### Signal wires on met1, run 1

Scale bar: 20 um.
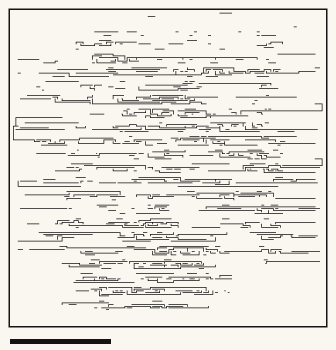
### Signal wires on met2, run 1

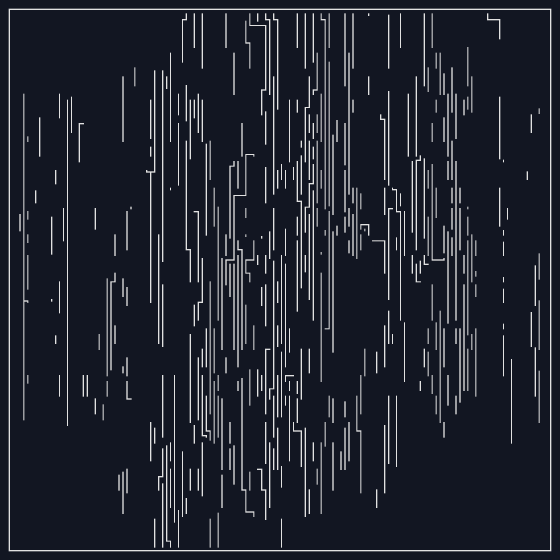
### Signal wires on met3, run 1

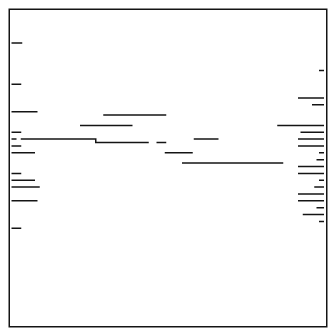
### config.mk
export PLATFORM = sky130hd
export DESIGN_NAME = rr_mux_nx1
export DESIGN_NICKNAME = d
export VERILOG_FILES = /design/src/rtl/rr_mux_nx1.sv
export SDC_FILE = /design/constraint.sdc
export NUM_CORES = 1
export LEC_CHECK = 0
export ABC_AREA = 1
export CORE_UTILIZATION = 39
export DETAILED_ROUTE_END_ITERATION = 7
export PLACE_DENSITY = 0.72
export SETUP_SLACK_MARGIN = 0.5
export SLEW_MARGIN = 20
export SYNTH_ARGS = -nofsm -noshare
export SYNTH_HDL_FRONTEND = slang
export SYNTH_SLANG_ARGS = --single-unit
export TNS_END_PERCENT = 50
### constraint.sdc
create_clock -name clk -period 4 [get_ports clk]
set_input_delay 1 -clock clk [delete_from_list [all_inputs] [get_ports clk]]
set_output_delay 1 -clock clk [all_outputs]
set_load 0.02 [all_outputs]
### src/rtl/rr_mux_nx1.sv
// rr_mux_nx1: N-input, WIDTH-bit selector with valid/ready handshakes on
// every channel and a registered output stage. Round-robin arbitration among
// valid inputs, or a static select of one channel when fixed_en is set.
module rr_mux_nx1 #(
  parameter int unsigned WIDTH  = 8,
  parameter int unsigned NUM_IN = 4,
  parameter int unsigned SEL_W  = $clog2(NUM_IN)
) (
  input  logic                    clk,
  input  logic                    rst,
  input  logic [NUM_IN*WIDTH-1:0] in_data,
  input  logic [NUM_IN-1:0]       in_valid,
  output logic [NUM_IN-1:0]       in_ready,
  input  logic                    fixed_en,
  input  logic [SEL_W-1:0]        fixed_sel,
  output logic [WIDTH-1:0]        out_data,
  output logic                    out_valid,
  output logic [SEL_W-1:0]        out_sel,
  input  logic                    out_ready
);

  logic              load_en;
  logic              transfer;
  logic              grant_any;
  logic [SEL_W-1:0]  grant_idx;
  logic [NUM_IN-1:0] grant;
  logic [WIDTH-1:0]  grant_data;
  logic [SEL_W-1:0]  rr_ptr_q, rr_ptr_d;
  logic              out_valid_q;
  logic [WIDTH-1:0]  out_data_q;
  logic [SEL_W-1:0]  out_sel_q;

  // Output register may be (re)loaded when empty or being drained this cycle.
  assign load_en  = !out_valid_q || out_ready;
  assign transfer = grant_any && load_en;

  // Pick the granted channel index: fixed select, or first valid from rr_ptr upward.
  always_comb begin
    int idx;
    idx       = 0;
    grant_any = 1'b0;
    grant_idx = '0;
    if (fixed_en) begin
      // Compare against each legal index so fixed_sel >= NUM_IN never grants.
      for (int i = 0; i < NUM_IN; i++) begin
        if (fixed_sel == SEL_W'(i) && in_valid[i]) begin
          grant_any = 1'b1;
          grant_idx = SEL_W'(i);
        end
      end
    end else begin
      // Walk offsets from highest to lowest so the nearest valid channel wins.
      for (int k = NUM_IN - 1; k >= 0; k--) begin
        idx = int'(rr_ptr_q) + k;
        if (idx >= int'(NUM_IN)) idx = idx - int'(NUM_IN);
        if (in_valid[idx]) begin
          grant_any = 1'b1;
          grant_idx = SEL_W'(idx);
        end
      end
    end
  end

  // Decode the granted index to a one-hot vector and select its data.
  always_comb begin
    grant      = '0;
    grant_data = '0;
    for (int i = 0; i < NUM_IN; i++) begin
      if (grant_any && grant_idx == SEL_W'(i)) begin
        grant[i]   = 1'b1;
        grant_data = in_data[i*WIDTH +: WIDTH];
      end
    end
  end

  assign in_ready = grant & {NUM_IN{load_en}};

  // Advance the round-robin pointer past the winner; fixed mode leaves it alone.
  always_comb begin
    rr_ptr_d = rr_ptr_q;
    if (transfer && !fixed_en) begin
      if (grant_idx == SEL_W'(NUM_IN - 1)) rr_ptr_d = '0;
      else                                 rr_ptr_d = grant_idx + 1'b1;
    end
  end

  // State registers: pointer and output stage; data/sel hold when nothing loads.
  always_ff @(posedge clk or posedge rst) begin
    if (rst) begin
      rr_ptr_q    <= '0;
      out_valid_q <= 1'b0;
      out_data_q  <= '0;
      out_sel_q   <= '0;
    end else begin
      rr_ptr_q <= rr_ptr_d;
      if (load_en) begin
        out_valid_q <= grant_any;
        if (grant_any) begin
          out_data_q <= grant_data;
          out_sel_q  <= grant_idx;
        end
      end
    end
  end

  assign out_valid = out_valid_q;
  assign out_data  = out_data_q;
  assign out_sel   = out_sel_q;

endmodule

==> flow_results.org, run 1 <==
* Implementation run

** Status
- Status :: finished clean

** Critical path
- Largest fanout of any net on the critical path :: 4
- For reference, the critical path is launched at in_valid[2].
- Listed in order, past its start point the critical path passes clkbuf_2 > inv_2 > o21ai_2 > buf_4 > nor2_4 > inv_1 > nand2_1 > nand2_1 > nand3_2 > nand2_4 > ha_2 > inv_1 > nor2_1 > buf_4.
- The timing report notes that buffer and inverter cells on the critical path total 6.
- Endpoint arrival time on the critical path :: 2.37 ns
- End point of the critical path :: in_ready[0]
- The largest single stage delay on the critical path is 0.20 ns.
- The worst register-to-register path has a depth of 19.

** Pwr
- Looking at the power breakdown, combinational cells take 69.8% of the total.
- Switching fraction of total power :: 46.4%
- NetSw :: 539 uW
- Peak supply drop :: 320 uV
- Summed over all sequential cells, the power is 231 uW.
- Per report_power, the Clock row totals 120 uW.
- Summing internal, switching and leakage power gives 1.16 mW.

** Worst hold path
- The path with the worst hold slack has its endpoint at out_data[2].
- Cell depth of the worst hold path :: 2

** STA
- Final tally of max-slew violations :: 0
- Setup slack closes at 0.631 ns.
- Crit path time final :: 3.37 ns
- Final Hold Violation Tally :: 0
- The tightest hold path in the finished design has a slack of 0.483 ns.
- Upper clock frequency limit :: 297 MHz
- Slew HR :: 65.4%

** Global route
- Via count of the first global-routing pass :: 1,600
- Global-route total usage across every layer :: 21.2%

** Yosys
- The synthesis stats list as the most numerous cell sky130_fd_sc_hd__nand2_1.
- The synthesized instance count is 237.
- Number of enable flip-flop cells :: 0
- The synthesis report lists the Yosys warning total as 0.
- Number of unique standard cell types used by synthesis :: 23
- Per the synthesis report, the single largest cell type by area occupies 22.8% of cell area.
- Chip area line of the yosys report :: 1440 um2
- Sorting the synthesized cells by area gives the leading types as sky130_fd_sc_hd__nand2_1 (23%), sky130_fd_sc_hd__dfrtp_1 (23%), sky130_fd_sc_hd__nand4_1 (10%), sky130_fd_sc_hd__inv_1 (8.4%), sky130_fd_sc_hd__nor2_1 (7.6%).
- In this run the mean area of a mapped cell was 6.06 um2.
- The commonest cells after synthesis are sky130_fd_sc_hd__nand2_1 (87), sky130_fd_sc_hd__inv_1 (32), sky130_fd_sc_hd__nor2_1 (29), sky130_fd_sc_hd__nand4_1 (24), sky130_fd_sc_hd__dfrtp_1 (13).
- The cell area that synthesis handed to floorplanning was 1440 um2.
- The post-synth register bit count is 13.

** Job
- Max-cap violations in this run came to 0.
- The logs give a warning total of 32.

** Detailed routing
- The detailed router put a total of 1970 um of wire on met1.
- Total iterations of the first detailed-routing run :: 4
- Once iteration 0 of detailed routing completed, the report listed 157 DRC markers.
- Routed length on met3 :: 173 um
- The detailed router reports a met2 wire length of 1800 um.

** CTS
- Hold buffer count at CTS :: 0
- Cells resized by post-CTS repair :: 38
- Num CTS Buffers :: 3
- CTS tree :: built
- Cell at the root of the clock tree :: sky130_fd_sc_hd__clkbuf_8

** Cells and area
- The finished design was reported to have a net count of 355.
- Commonest cells after routing, fill and taps aside :: sky130_fd_sc_hd__nand2_1 (86), sky130_fd_sc_hd__clkdlybuf4s50_1 (45), sky130_fd_sc_hd__inv_1 (29)
- The count of cells in the finished layout, fillers not included, comes to 354.
- Cells fill 65.4% of the core in the end.
- Fraction of layout cells with a size suffix above 1 :: 22.1%

** Floorplanning
- Die area :: 3930 um2
- In this run the core area contains 21 standard-cell rows.

** Placed design
- Summed over all nets, the half-perimeter wirelength after detailed placement is 2980 um.
- Area of placed instances :: 2110 um2
Notes on 'Signal wires on met1' above:
share of all routed wire	50%
main direction	horizontal
nets with wire on the layer	300
longest straight run	25.8 um
routed via count: 1,662
final routed wirelength across all metal layers: 3970 um
met1 track utilization from global routing: 30.3%

Notes on 'Signal wires on met2' above:
wire length on this layer	1,800 um
longest straight run	37.7 um
share of all routed wire	45%
met2 global-route usage: 33.2%

Notes on 'Signal wires on met3' above:
share of all routed wire	4.4%
nets with wire on the layer	34
wire length on this layer	173 um
grt met3 use: 3.47%

## run 1: layout make-up
cell class | instances | area, um2
Clock buffer | 3 | 41.3
Sequential cell | 13 | 325
Inverter | 33 | 131
Fill cell | 325 | 1190
Clock inverter | 1 | 5.00
Tap cell | 46 | 57.6
Timing Repair Buffer | 78 | 721
Multi-Input combinational cell | 180 | 968
## run 1: cells by family after synthesis
| kind of cell | after synthesis | synth area share (%) |
|---|---|---|
| simple gates | 167 | 55.3 |
| buf+inv | 44 | 14.9 |
| flops | 13 | 22.7 |
| compound gates | 8 | 3.05 |
| fa+ha+maj | 4 | 3.49 |
| xor+xnor | 1 | 0.610 |
## run 1: registers in the layout, summed over array words and instances, names as in the netlist
signal and flops:
rr_ptr_q 2, out_sel 2, out_valid 1, out_data 8
### Routing congestion, run 1

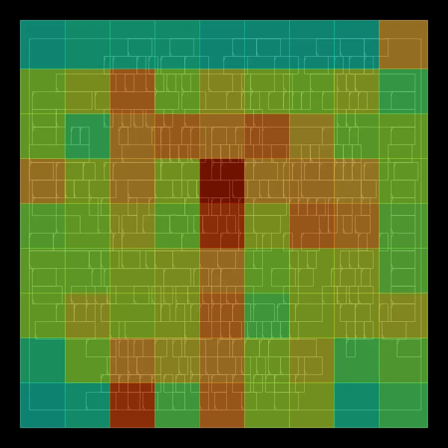

==> run 2: changes to the inputs <==
==> constraint.sdc (replaced) <==
create_clock -name clk -period 3.1 [get_ports clk]
set_input_delay 0.775 -clock clk [delete_from_list [all_inputs] [get_ports clk]]
set_output_delay 0.775 -clock clk [all_outputs]
set_load 0.02 [all_outputs]
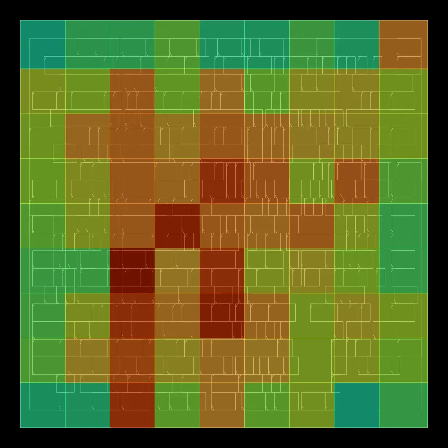
*Routing congestion, run 2*
met1 track utilization from global routing: 28.8%
met2 global-route usage: 44.2%
global-route total usage across every layer: 25.4%
post-DR wirelength/cell: 12.9 um
busiest metal layer after global routing: met2

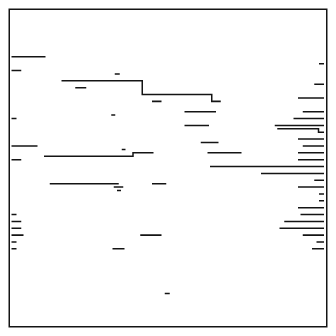
*Signal wires on met3, run 2*
longest straight run	22.3 um
wire length on this layer	258 um
share of all routed wire	5.4%
main direction	horizontal
nets with wire on the layer	47
routed via count: 1,813
final routed wirelength across all metal layers: 4820 um
grt met3 use: 6.39%

==> run 2 against run 1 <==
Effect of this change:
- clock power up 32%
- sequential cell count unchanged
- synthesized cell count unchanged
- clock-buffer cell count unchanged
- sequential power up 31%
- design area up 17%
- first-iteration DRC count down 30%
- power up 63%
==> flow_results.org, run 2 <==
* Implementation run

** Pwr
- The peak supply drop is 444 uV (+39%).
- Biggest consumer :: combinational cells
- The report lists the power per cell area as 724 nW/um2.
- Combinational cell fraction of total power :: 75.8% (+6.0 points)
- The power consumed by the clock network is 158 uW (+32%).
- The switching part of the total power is 46.6% (+0.27 points).
- NetSw :: 884 uW (+64%)
- The combinational power reported by the tool is 1.44 mW.
- Final Power :: 1.90 mW (+63%)
- The sequential-cell power consumption was 302 uW (+31%).

** STA
- The final number of hold-violating endpoints is 0 (unchanged).
- The max-slew violation count is 0 (unchanged).
- Slew HR :: 64.9% (-0.48 points)
- Setup ws final :: 0.189 ns (-0.442 ns)
- The clock period could shrink to 2.91 ns.
- The final timing report counts setup violations totalling 0.
- The worst-case hold slack was 0.478 ns (-0.00473 ns).
- The highest clock rate this design can be run at is 344 MHz.

** Critical path
- Worst-path cell chain :: buf_6 > xnor2_4 > nand3_2 > nand2_2 > nor2_4 > o21ai_2 > nand2_2 > buf_6 > buf_4 > buf_4 > buf_4 > buf_4 > buf_4 > buf_4 > buf_4 > buf_4 > buf_6 > buf_6 > buf_6 > o21ai_2
- The startpoint identified for the worst register-to-register timing path is rr_ptr_q[0].
- The most critical setup path has its startpoint at rr_ptr_q[0].
- Largest stage delay on the critical path :: 0.46 ns (+0.26 ns)
- Delay-heaviest family, CP :: buffers and inverters
- By instance count, the cell type seen most on the critical path is sky130_fd_sc_hd__buf_4.
- Worst path slowest cell :: sky130_fd_sc_hd__dfrtp_2
- The critical path in this run is classified as register to register.
- The biggest fanout along the worst timing path came to 4 (unchanged).
- The critical path buffer and inverter count came to 13 (+7).
- Stages on the worst setup path :: 20
- Endpoint arrival time on the critical path :: 3.10 ns (+0.73 ns)
- Crit end category :: register
- The depth of the worst register-to-register path came to 20 (+1).
- The capture point of the critical path was reported as out_sel[1].

** Cells and area
- Largest register FFs :: 8 (unchanged)
- The number of non-clock inverters came to 33 (unchanged).
- The share of cell area taken by flip-flops and latches was 12.5% (-2.0 points).
- The share of the core filled with cells came to 76.2% (+11 points).
- The sequential cell count is 13 (unchanged).
- Non-filler cells, final :: 373 (+5.4%)
- Clock buffer count :: 3 (unchanged)
- Combinational cell area excluding buffers and inverters :: 1120 um2 (+16%)
- Number of multi-input combinational cells :: 180 (unchanged)
- The clock network area share was 1.77% (-0.29 points).
- The combinational share of cell area was 42.8% (-0.23 points).
- Net count reported at finish :: 374 (+5.4%)
- The area share of buffers outside the clock network came to 35.4% (+3.4 points).
- The count of non-CTS buffers in the layout was 97 (+24%).
- Number of fillers in the final layout :: 255 (-22%)
- Commonest cells after routing, fill and taps aside :: sky130_fd_sc_hd__nand2_1 (72), sky130_fd_sc_hd__clkdlybuf4s50_1 (45), sky130_fd_sc_hd__buf_4 (31)
- Fraction of layout cells with a size suffix above 1 :: 34.9% (+13 points)
- Biggest Area Class :: multi-input combinational cells
- Total area of sequential cells :: 328 um2 (+0.77%)

** CTS
- TritonCTS built the clock tree.
- Hold buffer count at CTS :: 0 (unchanged)
- Cell at the root of the clock tree :: sky130_fd_sc_hd__clkbuf_8
- Maximum buffer depth of the clock tree :: 2
- Reg clk slew, reported paths :: 0.06 ns
- Clock latency on the worst-skew pair :: 0.25 ns
- Post-CTS Setup Inserts :: 16
- The number of instances resized during post-cts repair came to 79 (+110%).
- Num CTS Buffers :: 3 (unchanged)
- Number of H-tree levels :: 1

** Detailed routing
- The detailed router's first-iteration violation count is 110 (-30%).
- Total iterations of the first detailed-routing run :: 5 (+1)

** Yosys
- Basic Gates by Area :: 55.3% (unchanged)
- Chip area line of the yosys report :: 1440 um2 (unchanged)
- The compound-cell area share of the yosys netlist is 3.05% (unchanged).
- Cell types occupying the most area after synthesis :: sky130_fd_sc_hd__nand2_1 (23%), sky130_fd_sc_hd__dfrtp_1 (23%), sky130_fd_sc_hd__nand4_1 (10%), sky130_fd_sc_hd__inv_1 (8.4%), sky130_fd_sc_hd__nor2_1 (7.6%)
- The mean instance size in the synthesized netlist came to 6.06 um2 (unchanged).
- The post-synthesis share of cell area spent on xor and xnor gates was 0.610% (unchanged).
- Syn. warnings :: 0 (unchanged)
- Sorting the synthesized cells by how often they occur yields sky130_fd_sc_hd__nand2_1 (87), sky130_fd_sc_hd__inv_1 (32), sky130_fd_sc_hd__nor2_1 (29), sky130_fd_sc_hd__nand4_1 (24), sky130_fd_sc_hd__dfrtp_1 (13).
- The area of the mapped netlist came to 1440 um2 (unchanged).
- Share of the synthesized area in the top cell type :: 22.8% (unchanged)
- Most frequent cell after synthesis :: sky130_fd_sc_hd__nand2_1
- For reference, the top logic cell family by area is simple AND/OR/NAND/NOR gates.
- Number of enable flip-flop cells :: 0 (unchanged)
- The adder and majority gate portion of the synthesized area was 3.49% (unchanged).
- The instance tally after logic synthesis is 237 (unchanged).
- The number of synthesized register bits is 13 (unchanged).
- MUX area fraction :: 0% (unchanged)
- Number of unique standard cell types used by synthesis :: 23 (unchanged)

** Floorplanning
- Site row count :: 21 (unchanged)
- Count of inserted tapcells :: 46 (unchanged)
- Die outline height :: 62.7 um
- The overall chip area is 3930 um2 (unchanged).

** Status
- The run finished with clean final reports.

** Job
- The count of tool warnings is 32 (unchanged).
- Max-cap violation count :: 0 (unchanged)

** Global route
- The number of global-route vias before repair was 1,788 (+12%).

** Placed design
- Post-DP HPWL :: 3010 um (+1.1%)
- The standard cell area after detailed placement was 2230 um2 (+5.9%).
- Placer Congestion :: 0.803

** Worst hold path
- Tightest Hold Check Type :: register to register
[run 2: how the worst min path moves through the flow]
stage | end | depth (start not counted) | slack, ns
global route | out_data[1] | 2 | 0.50
finish | out_data[4] | 2 | 0.48
global placement | out_data[4] | 2 | 0.46
CTS | out_data[7] | 2 | 0.48
floorplan | out_data[0] | 2 | 0.59
detailed placement | out_data[7] | 2 | 0.46
[run 2: routing by layer]
layer / part of all wire, % / track usage (%) / vias to the layer above / routed length (um)
met5: 0 / 0 / - / 0
met4: 2.6 / 11.9 / 0 / 125
met3: 5.4 / 6.39 / 12 / 258
met2: 51 / 44.2 / 61 / 2470
met1: 41 / 28.8 / 819 / 1970
li1: - / - / 921 / -
### Signal wires on met1, run 2

Scale bar: 20 um.
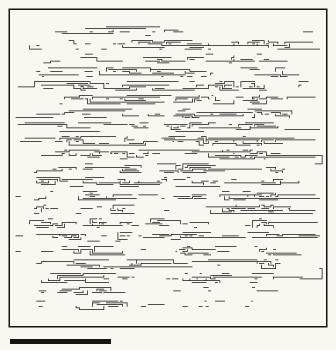

==> run 3: changes to the inputs <==
--- a/config.mk
+++ b/config.mk
@@ -6,9 +6,12 @@
 export NUM_CORES = 1
 export LEC_CHECK = 0
 export ABC_AREA = 1
-export CORE_UTILIZATION = 39
+export CELL_PAD_IN_SITES_DETAIL_PLACEMENT = 2
+export CELL_PAD_IN_SITES_GLOBAL_PLACEMENT = 2
+export CORE_UTILIZATION = 21
+export CTS_BUF_LIST = sky130_fd_sc_hd__clkbuf_4 sky130_fd_sc_hd__clkbuf_8 sky130_fd_sc_hd__clkbuf_16
 export DETAILED_ROUTE_END_ITERATION = 7
-export PLACE_DENSITY = 0.72
+export PLACE_DENSITY = 0.78
 export SETUP_SLACK_MARGIN = 0.5
 export SLEW_MARGIN = 20
 export SYNTH_ARGS = -nofsm -noshare
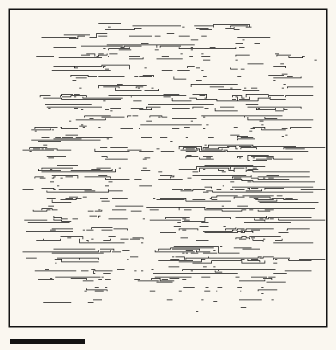
*Signal wires on met1, run 3*
Scale bar: 20 um.
nets with wire on the layer	317
main direction	horizontal
final routed wirelength across all metal layers: 6210 um
met1 track utilization from global routing: 19.9%
routed via count: 1,838

==> run 3 against run 2 <==
Effect of this change:
- the run now ends with design-rule violations left
- combinational power hardly changed
- clock power is 5% higher
- clock skew fell by 0.0012 ns
- clock-buffer cell count rose by 1
- sequential cell count is the same
- power grew 1.1%
- synthesized cell count did not move
- wire length is 29% higher
- fmax is 2.1% lower
- cell count grew 6.2%
==> flow_results.org, run 3 <==
* Implementation run

** CTS
- Maximum buffer depth of the clock tree :: 2 (unchanged)
- CTS tree :: built
- Num CTS Buffers :: 3 (unchanged)
- The insertion delay of the later-clocked pin in the worst-skew pair came to 0.25 ns (about the same).
- Reg clk slew, reported paths :: 0.06 ns (about the same)
- Post-CTS Setup Inserts :: 6 (-10)
- Number of H-tree levels :: 1 (unchanged)
- Per the CTS log, the root buffer master is sky130_fd_sc_hd__clkbuf_8.
- Cells resized by post-CTS repair :: 77 (-2.5%)

** Detailed routing
- The amount of wire on met3 after detailed routing came to 231 um (-10%).
- Post-DR wirelength/cell :: 15.7 um (+21%)
- 1st-iter DRT viols :: 74 (-33%)
- M1 wire length :: 2570 um (+30%)
- Routed wl met2 :: 3390 um (+37%)
- The DRC violation total left in the routed layout is recorded as 2.
- Top layer reached by signal wires :: met4
- Total iterations of the first detailed-routing run :: 8 (+3)

** STA
- The normalized max-slew margin was 64.6% (-0.30 points).
- The worst-case hold slack was 0.478 ns (+0.000414 ns).
- The setup slack of the critical path after layout is 0.127 ns (-0.0617 ns).
- The max-slew violation count is 0 (unchanged).

** Yosys
- The area of the mapped netlist came to 1440 um2 (unchanged).
- Syn. warnings :: 0 (unchanged)
- The mux cell area share after synthesis was 0% (unchanged).
- Cell types occupying the most area after synthesis :: sky130_fd_sc_hd__nand2_1 (23%), sky130_fd_sc_hd__dfrtp_1 (23%), sky130_fd_sc_hd__nand4_1 (10%), sky130_fd_sc_hd__inv_1 (8.4%), sky130_fd_sc_hd__nor2_1 (7.6%)
- Synthesized instance count :: 237 (unchanged)
- Sorting the synthesized cells by how often they occur yields sky130_fd_sc_hd__nand2_1 (87), sky130_fd_sc_hd__inv_1 (32), sky130_fd_sc_hd__nor2_1 (29), sky130_fd_sc_hd__nand4_1 (24), sky130_fd_sc_hd__dfrtp_1 (13).
- The compound-cell area share of the yosys netlist came to 3.05% (unchanged).
- The area fraction of the dominant cell type after synthesis is 22.8% (unchanged).
- Number of unique standard cell types used by synthesis :: 23 (unchanged)
- The mean instance size in the synthesized netlist came to 6.06 um2 (unchanged).
- The post-synthesis simple-gate area fraction is 55.3% (unchanged).
- For this run the top cell type by instance count after synthesis was sky130_fd_sc_hd__nand2_1.
- The post-synthesis share of cell area spent on xor and xnor gates is 0.610% (unchanged).

** Cells and area
- By area, the class that comes first in the final layout consists of multi-input combinational cells.
- The number of flip-flops in the largest register is 8 (unchanged).
- The count of multi-input gates came to 180 (unchanged).
- Signal inverters :: 33 (unchanged)
- The combinational share of cell area was 43.7% (+0.87 points).
- The layout clock buffer count was 4 (+1).
- The sequential cell count came to 13 (unchanged).
- The total of fill cells in the finished design is 766 (+200%).
- Post-route core utilization :: 40.7% (-35 points)
- Fraction of layout cells with a size suffix above 1 :: 33.9% (-1.0 points)
- Non-filler cells, final :: 396 (+6.2%)
- The register area was 327 um2 (-0.38%).
- The combined area of the multi-input logic cells came to 1150 um2 (+2.2%).
- Net count reported at finish :: 366 (-2.1%)
- Data buffer area share :: 33.1% (-2.4 points)
- Commonest cells after routing, fill and taps aside :: sky130_fd_sc_hd__nand2_1 (70), sky130_fd_sc_hd__clkdlybuf4s50_1 (45), sky130_fd_sc_hd__buf_4 (28)
- The clock network area share came to 1.86% (+0.092 points).

** Global route
- The number of global-route vias before repair is 1,945 (+8.8%).
- Global-route total usage across every layer :: 17.2% (-8.2 points)
- Met2 global-route usage :: 33.3% (-11 points)

** Critical path
- The worst endpoint data arrival time was 2.20 ns (-0.90 ns).
- The setup path with the least slack is of type register to primary output.
- Buf+Inv Stages, Crit Path :: 5 (-8)
- Largest fanout of any net on the critical path :: 7 (+3)
- Worst path slowest cell :: sky130_fd_sc_hd__dfrtp_1
- Worst-path cell chain :: buf_8 > buf_12 > o21ai_4 > nand2_2 > nand3_2 > nand2_2 > o21ai_2 > nand2_4 > buf_6 > ha_4 > inv_4 > nor2_4 > buf_6
- Crit end category :: primary output

** Pwr
- Power density over the cells :: 730 nW/um2 (+0.92%)
- Final Power :: 1.92 mW (+1.1%)
- Peak supply drop :: 282 uV (-36%)
- The switching part of the total power is 47.5% (+0.90 points).
- NetSw :: 912 uW (+3.1%)
- Combinational cell fraction of total power :: 75.6% (-0.2 points)

** Job
- Max-cap violation count :: 0 (unchanged)
- Number of warning messages in the logs :: 32 (unchanged)

** Floorplanning
- Count of inserted tapcells :: 77 (+67%)
- Die area :: 7170 um2 (+83%)
- Die outline height :: 84.7 um (+35%)

** Placed design
- Area of placed instances :: 2260 um2 (+1.1%)
- The routability congestion estimate came to 0.825 (+2.7%).

** Status
- The final reports fail on design-rule violations.
- Status :: finished with violations
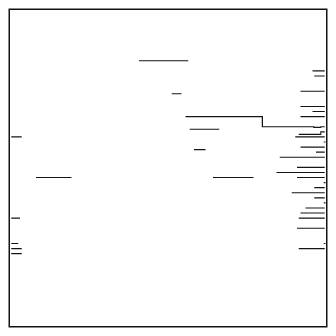
*Signal wires on met3, run 3*
share of all routed wire	3.7%
longest straight run	20.5 um
grt met3 use: 3.15%

## run 3: cell counts after synthesis
No cell type changed its count.
## run 3: worst paths after layout
check,from,to,slack (ns),cells after the start
setup / recovery,rr_ptr_q[0],in_ready[1],0.13,13
hold / removal,out_data[5],out_data[5],0.48,2
setup reg to reg,rr_ptr_q[0],out_data[1],0.46,19
hold reg to reg,out_data[5],out_data[5],0.48,2
max in group asynchronous,rst,rr_ptr_q[1],1.84,2
min in group asynchronous,rst,out_data[0],0.88,2
## run 3: power by group through the flow
stage	clock, mW	combinational [mW]	sequential (mW)
global placement	0	1.07	0.293
detailed placement	0	1.13	0.295
CTS	0.168	1.31	0.296
finish	0.166	1.45	0.302
global route	0.180	1.58	0.313
floorplan	0	0.628	0.358
Power and IR drop assume default switching activity.
